==> src/rtl/imager_pkg.sv <==
// Shared types and constants for the imager run-control sequencer.
package imager_pkg;

    typedef enum logic [1:0] {IDLE, RUN, STOPPING} seq_state_e;

    localparam logic [2:0] MODE_NOISE  = 3'd0;
    localparam logic [2:0] MODE_HGRAD  = 3'd1;
    localparam logic [2:0] MODE_VGRAD  = 3'd2;
    localparam logic [2:0] MODE_DGRAD  = 3'd3;
    localparam logic [2:0] MODE_FRAME  = 3'd4;
    localparam logic [2:0] MODE_DFRAME = 3'd5;

    localparam int unsigned MIN_VIRTUAL_ROWS = 1;
    localparam int unsigned MIN_VIRTUAL_COLS = 2;

    function automatic logic [15:0] sat_inc16(input logic [15:0] v);
        return (v == 16'hFFFF) ? v : v + 16'd1;
    endfunction

endpackage

==> src/rtl/imager_seq_if.sv <==
// Host-side bundle of the sequencer: config writes, run commands and status.
interface imager_seq_if #(
    parameter int unsigned NUM_ROWS_WIDTH = 12,
    parameter int unsigned NUM_COLS_WIDTH = 12
);
    logic                      cfg_we;
    logic [2:0]                cfg_mode;
    logic [NUM_ROWS_WIDTH-1:0] cfg_active_rows;
    logic [NUM_ROWS_WIDTH-1:0] cfg_virtual_rows;
    logic [NUM_COLS_WIDTH-1:0] cfg_active_cols;
    logic [NUM_COLS_WIDTH-1:0] cfg_virtual_cols;
    logic [31:0]               cfg_noise_seed;
    logic                      start;
    logic                      stop;
    logic [15:0]               num_frames;
    logic                      busy;
    logic                      done;
    logic                      cfg_pending;
    logic                      cfg_err;
    logic                      frame_err;
    logic [15:0]               frame_count;

    modport master (
        output cfg_we, cfg_mode, cfg_active_rows, cfg_virtual_rows, cfg_active_cols,
               cfg_virtual_cols, cfg_noise_seed, start, stop, num_frames,
        input  busy, done, cfg_pending, cfg_err, frame_err, frame_count
    );

    modport slave (
        input  cfg_we, cfg_mode, cfg_active_rows, cfg_virtual_rows, cfg_active_cols,
               cfg_virtual_cols, cfg_noise_seed, start, stop, num_frames,
        output busy, done, cfg_pending, cfg_err, frame_err, frame_count
    );
endinterface

==> src/rtl/imager_cfg_shadow.sv <==
// Staged/applied configuration pair: validates host writes, holds them until the
// sequencer strobes apply at a safe point.
module imager_cfg_shadow
    import imager_pkg::*;
#(
    parameter int unsigned NUM_ROWS_WIDTH   = 12,
    parameter int unsigned NUM_COLS_WIDTH   = 12,
    parameter int unsigned RST_ACTIVE_ROWS  = 480,
    parameter int unsigned RST_VIRTUAL_ROWS = 45,
    parameter int unsigned RST_ACTIVE_COLS  = 640,
    parameter int unsigned RST_VIRTUAL_COLS = 160
) (
    input  logic                      clk,
    input  logic                      reset_n,
    input  logic                      cfg_we,
    input  logic [2:0]                cfg_mode,
    input  logic [NUM_ROWS_WIDTH-1:0] cfg_active_rows,
    input  logic [NUM_ROWS_WIDTH-1:0] cfg_virtual_rows,
    input  logic [NUM_COLS_WIDTH-1:0] cfg_active_cols,
    input  logic [NUM_COLS_WIDTH-1:0] cfg_virtual_cols,
    input  logic [31:0]               cfg_noise_seed,
    input  logic                      apply,
    output logic                      cfg_pending,
    output logic                      cfg_err,
    output logic [2:0]                img_mode,
    output logic [NUM_ROWS_WIDTH-1:0] img_active_rows,
    output logic [NUM_ROWS_WIDTH-1:0] img_virtual_rows,
    output logic [NUM_COLS_WIDTH-1:0] img_active_cols,
    output logic [NUM_COLS_WIDTH-1:0] img_virtual_cols,
    output logic [31:0]               img_noise_seed
);

    localparam int unsigned CfgW = 3 + 2 * NUM_ROWS_WIDTH + 2 * NUM_COLS_WIDTH + 32;
    localparam logic [CfgW-1:0] RstCfg = {MODE_NOISE,
                                          NUM_ROWS_WIDTH'(RST_ACTIVE_ROWS),
                                          NUM_ROWS_WIDTH'(RST_VIRTUAL_ROWS),
                                          NUM_COLS_WIDTH'(RST_ACTIVE_COLS),
                                          NUM_COLS_WIDTH'(RST_VIRTUAL_COLS),
                                          32'd0};

    logic [CfgW-1:0] cfg_in, staged_q, staged_d, applied_q, applied_d;
    logic            pending_q, pending_d, err_q, err_d;
    logic            valid, accept;

    assign cfg_in = {cfg_mode, cfg_active_rows, cfg_virtual_rows, cfg_active_cols,
                     cfg_virtual_cols, cfg_noise_seed};

    assign valid = (cfg_mode <= MODE_DFRAME) && (cfg_active_rows != '0) &&
                   (cfg_active_cols != '0) &&
                   (cfg_virtual_rows >= NUM_ROWS_WIDTH'(MIN_VIRTUAL_ROWS)) &&
                   (cfg_virtual_cols >= NUM_COLS_WIDTH'(MIN_VIRTUAL_COLS));
    assign accept = cfg_we && valid;

    // Apply takes the old staged value, so a write on the apply cycle stays pending.
    always_comb begin
        staged_d  = accept ? cfg_in : staged_q;
        applied_d = apply ? staged_q : applied_q;
        pending_d = accept ? 1'b1 : (apply ? 1'b0 : pending_q);
        err_d     = cfg_we && !valid;
    end

    always_ff @(posedge clk or negedge reset_n) begin
        if (!reset_n) begin
            staged_q  <= RstCfg;
            applied_q <= RstCfg;
            pending_q <= 1'b0;
            err_q     <= 1'b0;
        end else begin
            staged_q  <= staged_d;
            applied_q <= applied_d;
            pending_q <= pending_d;
            err_q     <= err_d;
        end
    end

    assign cfg_pending = pending_q;
    assign cfg_err     = err_q;
    assign {img_mode, img_active_rows, img_virtual_rows, img_active_cols, img_virtual_cols,
            img_noise_seed} = applied_q;

endmodule

==> src/rtl/imager_seq.sv <==
// Run-control sequencer for the imager: starts/stops runs, counts frames and lines
// from fv/lv, and swaps in new configuration only at frame boundaries.
module imager_seq
    import imager_pkg::*;
#(
    parameter int unsigned NUM_ROWS_WIDTH   = 12,
    parameter int unsigned NUM_COLS_WIDTH   = 12,
    parameter int unsigned RST_ACTIVE_ROWS  = 480,
    parameter int unsigned RST_VIRTUAL_ROWS = 45,
    parameter int unsigned RST_ACTIVE_COLS  = 640,
    parameter int unsigned RST_VIRTUAL_COLS = 160
) (
    input  logic                      clk,
    input  logic                      reset_n,
    imager_seq_if.slave               host,
    input  logic                      fv,
    input  logic                      lv,
    output logic                      img_enable,
    output logic [2:0]                img_mode,
    output logic [NUM_ROWS_WIDTH-1:0] img_active_rows,
    output logic [NUM_ROWS_WIDTH-1:0] img_virtual_rows,
    output logic [NUM_COLS_WIDTH-1:0] img_active_cols,
    output logic [NUM_COLS_WIDTH-1:0] img_virtual_cols,
    output logic [31:0]               img_noise_seed
);

    seq_state_e                state_q, state_d;
    logic                      fv_q, lv_q;
    logic [NUM_ROWS_WIDTH-1:0] line_cnt_q, line_cnt_d;
    logic [15:0]               frame_count_q, frame_count_d, fc_inc;
    logic [15:0]               num_frames_q, num_frames_d;
    logic                      done_q, done_d, frame_err_q, frame_err_d;
    logic                      boundary, lv_rise, apply, cfg_pending, cfg_err;

    assign boundary = fv_q && !fv;
    assign lv_rise  = lv && !lv_q && fv;
    assign fc_inc   = sat_inc16(frame_count_q);

    always_comb begin
        state_d       = state_q;
        line_cnt_d    = line_cnt_q;
        frame_count_d = frame_count_q;
        num_frames_d  = num_frames_q;
        done_d        = 1'b0;
        frame_err_d   = 1'b0;
        apply         = 1'b0;
        unique case (state_q)
            IDLE: begin
                apply = cfg_pending;
                if (host.start) begin
                    state_d       = RUN;
                    num_frames_d  = host.num_frames;
                    frame_count_d = '0;
                    line_cnt_d    = '0;
                end
            end
            RUN, STOPPING: begin
                if (lv_rise) line_cnt_d = line_cnt_q + 1'b1;
                if (boundary) begin
                    frame_count_d = fc_inc;
                    frame_err_d   = (line_cnt_q != img_active_rows);
                    line_cnt_d    = '0;
                    apply         = cfg_pending;
                    if (state_q == STOPPING || (num_frames_q != '0 && fc_inc == num_frames_q))
                        state_d = IDLE;
                end
                // A stop landing on the final boundary is already covered above.
                if (state_q == RUN && host.stop && state_d != IDLE)
                    state_d = fv ? STOPPING : IDLE;
                done_d = (state_d == IDLE);
            end
            default: state_d = IDLE;
        endcase
    end

    always_ff @(posedge clk or negedge reset_n) begin
        if (!reset_n) begin
            state_q       <= IDLE;
            fv_q          <= 1'b0;
            lv_q          <= 1'b0;
            line_cnt_q    <= '0;
            frame_count_q <= '0;
            num_frames_q  <= '0;
            done_q        <= 1'b0;
            frame_err_q   <= 1'b0;
        end else begin
            state_q       <= state_d;
            fv_q          <= fv;
            lv_q          <= lv;
            line_cnt_q    <= line_cnt_d;
            frame_count_q <= frame_count_d;
            num_frames_q  <= num_frames_d;
            done_q        <= done_d;
            frame_err_q   <= frame_err_d;
        end
    end

    imager_cfg_shadow #(
        .NUM_ROWS_WIDTH  (NUM_ROWS_WIDTH),
        .NUM_COLS_WIDTH  (NUM_COLS_WIDTH),
        .RST_ACTIVE_ROWS (RST_ACTIVE_ROWS),
        .RST_VIRTUAL_ROWS(RST_VIRTUAL_ROWS),
        .RST_ACTIVE_COLS (RST_ACTIVE_COLS),
        .RST_VIRTUAL_COLS(RST_VIRTUAL_COLS)
    ) u_cfg_shadow (
        .clk             (clk),
        .reset_n         (reset_n),
        .cfg_we          (host.cfg_we),
        .cfg_mode        (host.cfg_mode),
        .cfg_active_rows (host.cfg_active_rows),
        .cfg_virtual_rows(host.cfg_virtual_rows),
        .cfg_active_cols (host.cfg_active_cols),
        .cfg_virtual_cols(host.cfg_virtual_cols),
        .cfg_noise_seed  (host.cfg_noise_seed),
        .apply           (apply),
        .cfg_pending     (cfg_pending),
        .cfg_err         (cfg_err),
        .img_mode        (img_mode),
        .img_active_rows (img_active_rows),
        .img_virtual_rows(img_virtual_rows),
        .img_active_cols (img_active_cols),
        .img_virtual_cols(img_virtual_cols),
        .img_noise_seed  (img_noise_seed)
    );

    assign img_enable       = (state_q != IDLE);
    assign host.busy        = (state_q != IDLE);
    assign host.done        = done_q;
    assign host.frame_err   = frame_err_q;
    assign host.frame_count = frame_count_q;
    assign host.cfg_pending = cfg_pending;
    assign host.cfg_err     = cfg_err;

endmodule

==> src/flat_wrapper.sv <==
// flat-port wrapper written by rule: the top's interface ports become plain ports
module imager_seq_flat import imager_pkg::*;
#(
    parameter int unsigned NUM_ROWS_WIDTH   = 12,
    parameter int unsigned NUM_COLS_WIDTH   = 12,
    parameter int unsigned RST_ACTIVE_ROWS  = 480,
    parameter int unsigned RST_VIRTUAL_ROWS = 45,
    parameter int unsigned RST_ACTIVE_COLS  = 640,
    parameter int unsigned RST_VIRTUAL_COLS = 160
)
  (clk, reset_n, fv, lv, img_enable, img_mode, img_active_rows, img_virtual_rows, img_active_cols, img_virtual_cols, img_noise_seed, host_cfg_we, host_cfg_mode, host_cfg_active_rows, host_cfg_virtual_rows, host_cfg_active_cols, host_cfg_virtual_cols, host_cfg_noise_seed, host_start, host_stop, host_num_frames, host_busy, host_done, host_cfg_pending, host_cfg_err, host_frame_err, host_frame_count);
  imager_seq_if #(.NUM_ROWS_WIDTH(NUM_ROWS_WIDTH), .NUM_COLS_WIDTH(NUM_COLS_WIDTH)) host_i ();
  input  logic clk;
  input  logic reset_n;
  input  logic fv;
  input  logic lv;
  output logic img_enable;
  output logic [2:0] img_mode;
  output logic [NUM_ROWS_WIDTH-1:0] img_active_rows;
  output logic [NUM_ROWS_WIDTH-1:0] img_virtual_rows;
  output logic [NUM_COLS_WIDTH-1:0] img_active_cols;
  output logic [NUM_COLS_WIDTH-1:0] img_virtual_cols;
  output logic [31:0] img_noise_seed;
  input wire logic [$bits(host_i.cfg_we)-1:0] host_cfg_we;
  input wire logic [$bits(host_i.cfg_mode)-1:0] host_cfg_mode;
  input wire logic [$bits(host_i.cfg_active_rows)-1:0] host_cfg_active_rows;
  input wire logic [$bits(host_i.cfg_virtual_rows)-1:0] host_cfg_virtual_rows;
  input wire logic [$bits(host_i.cfg_active_cols)-1:0] host_cfg_active_cols;
  input wire logic [$bits(host_i.cfg_virtual_cols)-1:0] host_cfg_virtual_cols;
  input wire logic [$bits(host_i.cfg_noise_seed)-1:0] host_cfg_noise_seed;
  input wire logic [$bits(host_i.start)-1:0] host_start;
  input wire logic [$bits(host_i.stop)-1:0] host_stop;
  input wire logic [$bits(host_i.num_frames)-1:0] host_num_frames;
  output wire logic [$bits(host_i.busy)-1:0] host_busy;
  output wire logic [$bits(host_i.done)-1:0] host_done;
  output wire logic [$bits(host_i.cfg_pending)-1:0] host_cfg_pending;
  output wire logic [$bits(host_i.cfg_err)-1:0] host_cfg_err;
  output wire logic [$bits(host_i.frame_err)-1:0] host_frame_err;
  output wire logic [$bits(host_i.frame_count)-1:0] host_frame_count;
  assign host_i.cfg_we = host_cfg_we;
  assign host_i.cfg_mode = host_cfg_mode;
  assign host_i.cfg_active_rows = host_cfg_active_rows;
  assign host_i.cfg_virtual_rows = host_cfg_virtual_rows;
  assign host_i.cfg_active_cols = host_cfg_active_cols;
  assign host_i.cfg_virtual_cols = host_cfg_virtual_cols;
  assign host_i.cfg_noise_seed = host_cfg_noise_seed;
  assign host_i.start = host_start;
  assign host_i.stop = host_stop;
  assign host_i.num_frames = host_num_frames;
  assign host_busy = host_i.busy;
  assign host_done = host_i.done;
  assign host_cfg_pending = host_i.cfg_pending;
  assign host_cfg_err = host_i.cfg_err;
  assign host_frame_err = host_i.frame_err;
  assign host_frame_count = host_i.frame_count;
  imager_seq #(.NUM_ROWS_WIDTH(NUM_ROWS_WIDTH), .NUM_COLS_WIDTH(NUM_COLS_WIDTH), .RST_ACTIVE_ROWS(RST_ACTIVE_ROWS), .RST_VIRTUAL_ROWS(RST_VIRTUAL_ROWS), .RST_ACTIVE_COLS(RST_ACTIVE_COLS), .RST_VIRTUAL_COLS(RST_VIRTUAL_COLS)) u_core (.clk(clk), .reset_n(reset_n), .host(host_i), .fv(fv), .lv(lv), .img_enable(img_enable), .img_mode(img_mode), .img_active_rows(img_active_rows), .img_virtual_rows(img_virtual_rows), .img_active_cols(img_active_cols), .img_virtual_cols(img_virtual_cols), .img_noise_seed(img_noise_seed));
endmodule
==> config.mk <==
export PLATFORM = sky130hd
export DESIGN_NAME = imager_seq_flat
export DESIGN_NICKNAME = d
export VERILOG_FILES = /design/src/rtl/imager_pkg.sv /design/src/rtl/imager_seq_if.sv /design/src/rtl/imager_cfg_shadow.sv /design/src/rtl/imager_seq.sv /design/src/flat_wrapper.sv
export SDC_FILE = /design/constraint.sdc
export NUM_CORES = 1
export LEC_CHECK = 0
export CAP_MARGIN = 10
export CORE_ASPECT_RATIO = 0.5
export CORE_UTILIZATION = 47
export DETAILED_ROUTE_END_ITERATION = 8
export MAX_ROUTING_LAYER = met4
export PLACE_DENSITY = 0.75
export SYNTH_ARGS = -nofsm -noshare
export SYNTH_HDL_FRONTEND = slang
export SYNTH_HIERARCHICAL = 1
export SYNTH_SLANG_ARGS = --single-unit
==> constraint.sdc <==
create_clock -name clk -period 6.6 [get_ports clk]
set_input_delay 1.32 -clock clk [delete_from_list [all_inputs] [get_ports clk]]
set_output_delay 1.32 -clock clk [all_outputs]
set_load 0.02 [all_outputs]
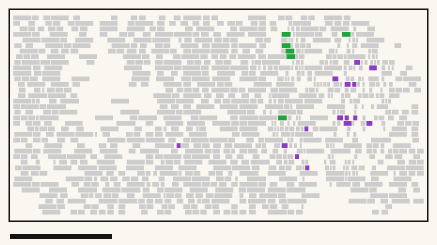
(gate families picked out)
Scale bar: 50 µm.
legend:
  green:
    family: fa/ha/maj cells
    cells: 6
  purple:
    family: and/or cells
    cells: 15
    where: middle right
Final Non-Filler Cells: 1210
multi-input combinational area share: 0.308

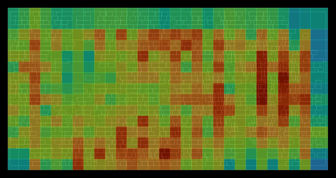
(congestion heat map)
GRT Total Usage: 0.230
fin util: 0.636
busiest grt layer: met2
met1 Use GR: 0.282

==> run_results.csv <==
group,metric,value,unit
setup_path,critPathLaunch,"host_cfg_active_cols[1]",
floorplan,ioPinCount,211,
clock_tree,clk_latency,0.51,ns
power,p_leak,0.00500,µW
sta,hold_viol_final,0,
yosys,async_reset_ff_frac,1.00,
clock_tree,cts_buffer_depth,3,
min_path,hold_class,"register to register",
yosys,edf_count,0,
min_path,hold_start,"u_core/u_cfg_shadow/staged_q[63]",
global_routing,grt_antenna_before_repair,0,
yosys,ys_warn_count,6,
floorplan,fp_util,0.487,
yosys,synth_cell_types,55,
detailed_routing,wl,23100,µm
sta,fin_skew,0.0122,ns
flow_run,cap_violations,0,
yosys,synthAdderAreaFrac,0.00781,
sta,finalMaxSlewViolations,0,
clock_tree,cts_hold_buf,0,
power,powerDensity,440,mW/mm²
setup_path,cp-start-kind,"input pin",
placed_design,globalplace.congestion,0.945,
setup_path,critPathKind,"input pin to register",
clock_tree,cts_root_buf,"clkbuf_16",
sta,setup_tns,0,ns
clock_tree,numClockSinks,218,
yosys,synthFlopType,"dfrtp_1",
detailed_routing,drc,0,
yosys,ys_area,0.00961,mm²
placed_design,dp.cells,1172,
sta,tightestPinTransition,1.08,ns
yosys,numSynthFlops,218,
sta,post-route-min-period,3.80,ns
placed_design,dpl.hpwl,16300,µm
yosys,synth_area,0.00961,mm²
setup_path,rr_startpoint,"u_core/host.frame_count[0]",
status,run_status,"finished, final reports clean",
setup_path,path_max_fanout,80,
setup_path,required,6.98,ns
sta,fmax,0.263,GHz
floorplan,die_y,103,µm
yosys,top_cell,"dfrtp_1",
setup_path,arrival,4.18,ns
worst paths after layout:
| kind | end | slack (ns) | cells past startpoint |
|---|---|---|---|
| max in group asynchronous | u_core/u_cfg_shadow/staged_q[34] | 4.68 | 2 |
| min | u_core/u_cfg_shadow/staged_q[63] | 0.48 | 1 |
| min in group asynchronous | u_core/num_frames_q[6] | 0.66 | 1 |
| max reg2reg | u_core/state_q[0] | 3.61 | 8 |
| min reg2reg | u_core/u_cfg_shadow/staged_q[63] | 0.48 | 1 |
| max | u_core/u_cfg_shadow/staged_q[20] | 2.80 | 6 |
stage by stage:
step	hold WS [ns]	instance area (µm²)	total power (µW)	worst slack, ns	utilization
2_1_floorplan	0.459	9610	3420	3.66	-
3_3_place_gp	0.467	11900	4360	2.42	0.604
3_5_place_dp	0.477	11900	4410	2.34	0.604
4_1_cts	0.491	12600	5590	2.87	0.636
5_1_grt	0.509	12600	5820	2.61	0.636
6_report	0.485	12600	5520	2.80	0.636
registers in the layout, summed over array words and instances (netlist names):
signal                           flops
u_core/state_q                       2
u_core/u_cfg_shadow/cfg_err          1
u_core/fv_q                          1
u_core/num_frames_q                 16
u_core/u_cfg_shadow/cfg_pending      1
u_core/lv_q                          1
u_core/host.frame_count             16
u_core/u_cfg_shadow/applied_q       83
u_core/host.done                     1
u_core/host.frame_err                1
u_core/line_cnt_q                   12
u_core/u_cfg_shadow/staged_q        83
metal layers:
layer	part of all wire	up-vias	track usage
met5	0	-	-
li1	-	3055	-
met1	0.43	3268	0.282
met2	0.50	161	0.391
met4	0.026	0	0.0672
met3	0.044	43	0.0446
layout make-up:
class,count,area [µm²]
clock inverters,4,23.8
well taps,266,333
inverters,14,52.6
fillers,1514,7170
multi-input cells,458,3870
repair buffers,216,2160
flip-flops and latches,218,5490
clock buffers,34,624
critical path: stages:
cell and delay [ns]:
clkdlybuf4s50_1 0.43, nor4_1 0.44, nand3_1 0.23, nand4_1 0.37, buf_4 0.89, mux2_2 0.43
logic make-up after synthesis:
| family | count (synthesis) |
|---|---|
| fa+ha+maj | 6 |
| buf+inv | 48 |
| compound gates | 89 |
| mux | 184 |
| flops | 218 |
| xor+xnor | 37 |
| simple gates | 142 |
cells in the final DEF (no fill, tap or decap), types with 19 or more instances in the layout:
cell type,Yosys,layout
clkdlybuf4s50_1,0,209
dfrtp_1,194,194
mux2_2,124,124
mux2_1,59,59
nand2_1,38,38
xnor2_1,28,28
o21ai_0,27,27
dfstp_2,24,24
clkbuf_16,0,21
nor2_1,21,21
a21oi_1,22,21
nand4_1,19,19
power breakdown:
part / switching, µW / internal [µW]
registers: 306 / 1790
clock network: 500 / 648
logic: 1090 / 1190
total: 1900 / 3620
Power figures rest on the tool's default switching activity, not on a simulated workload.
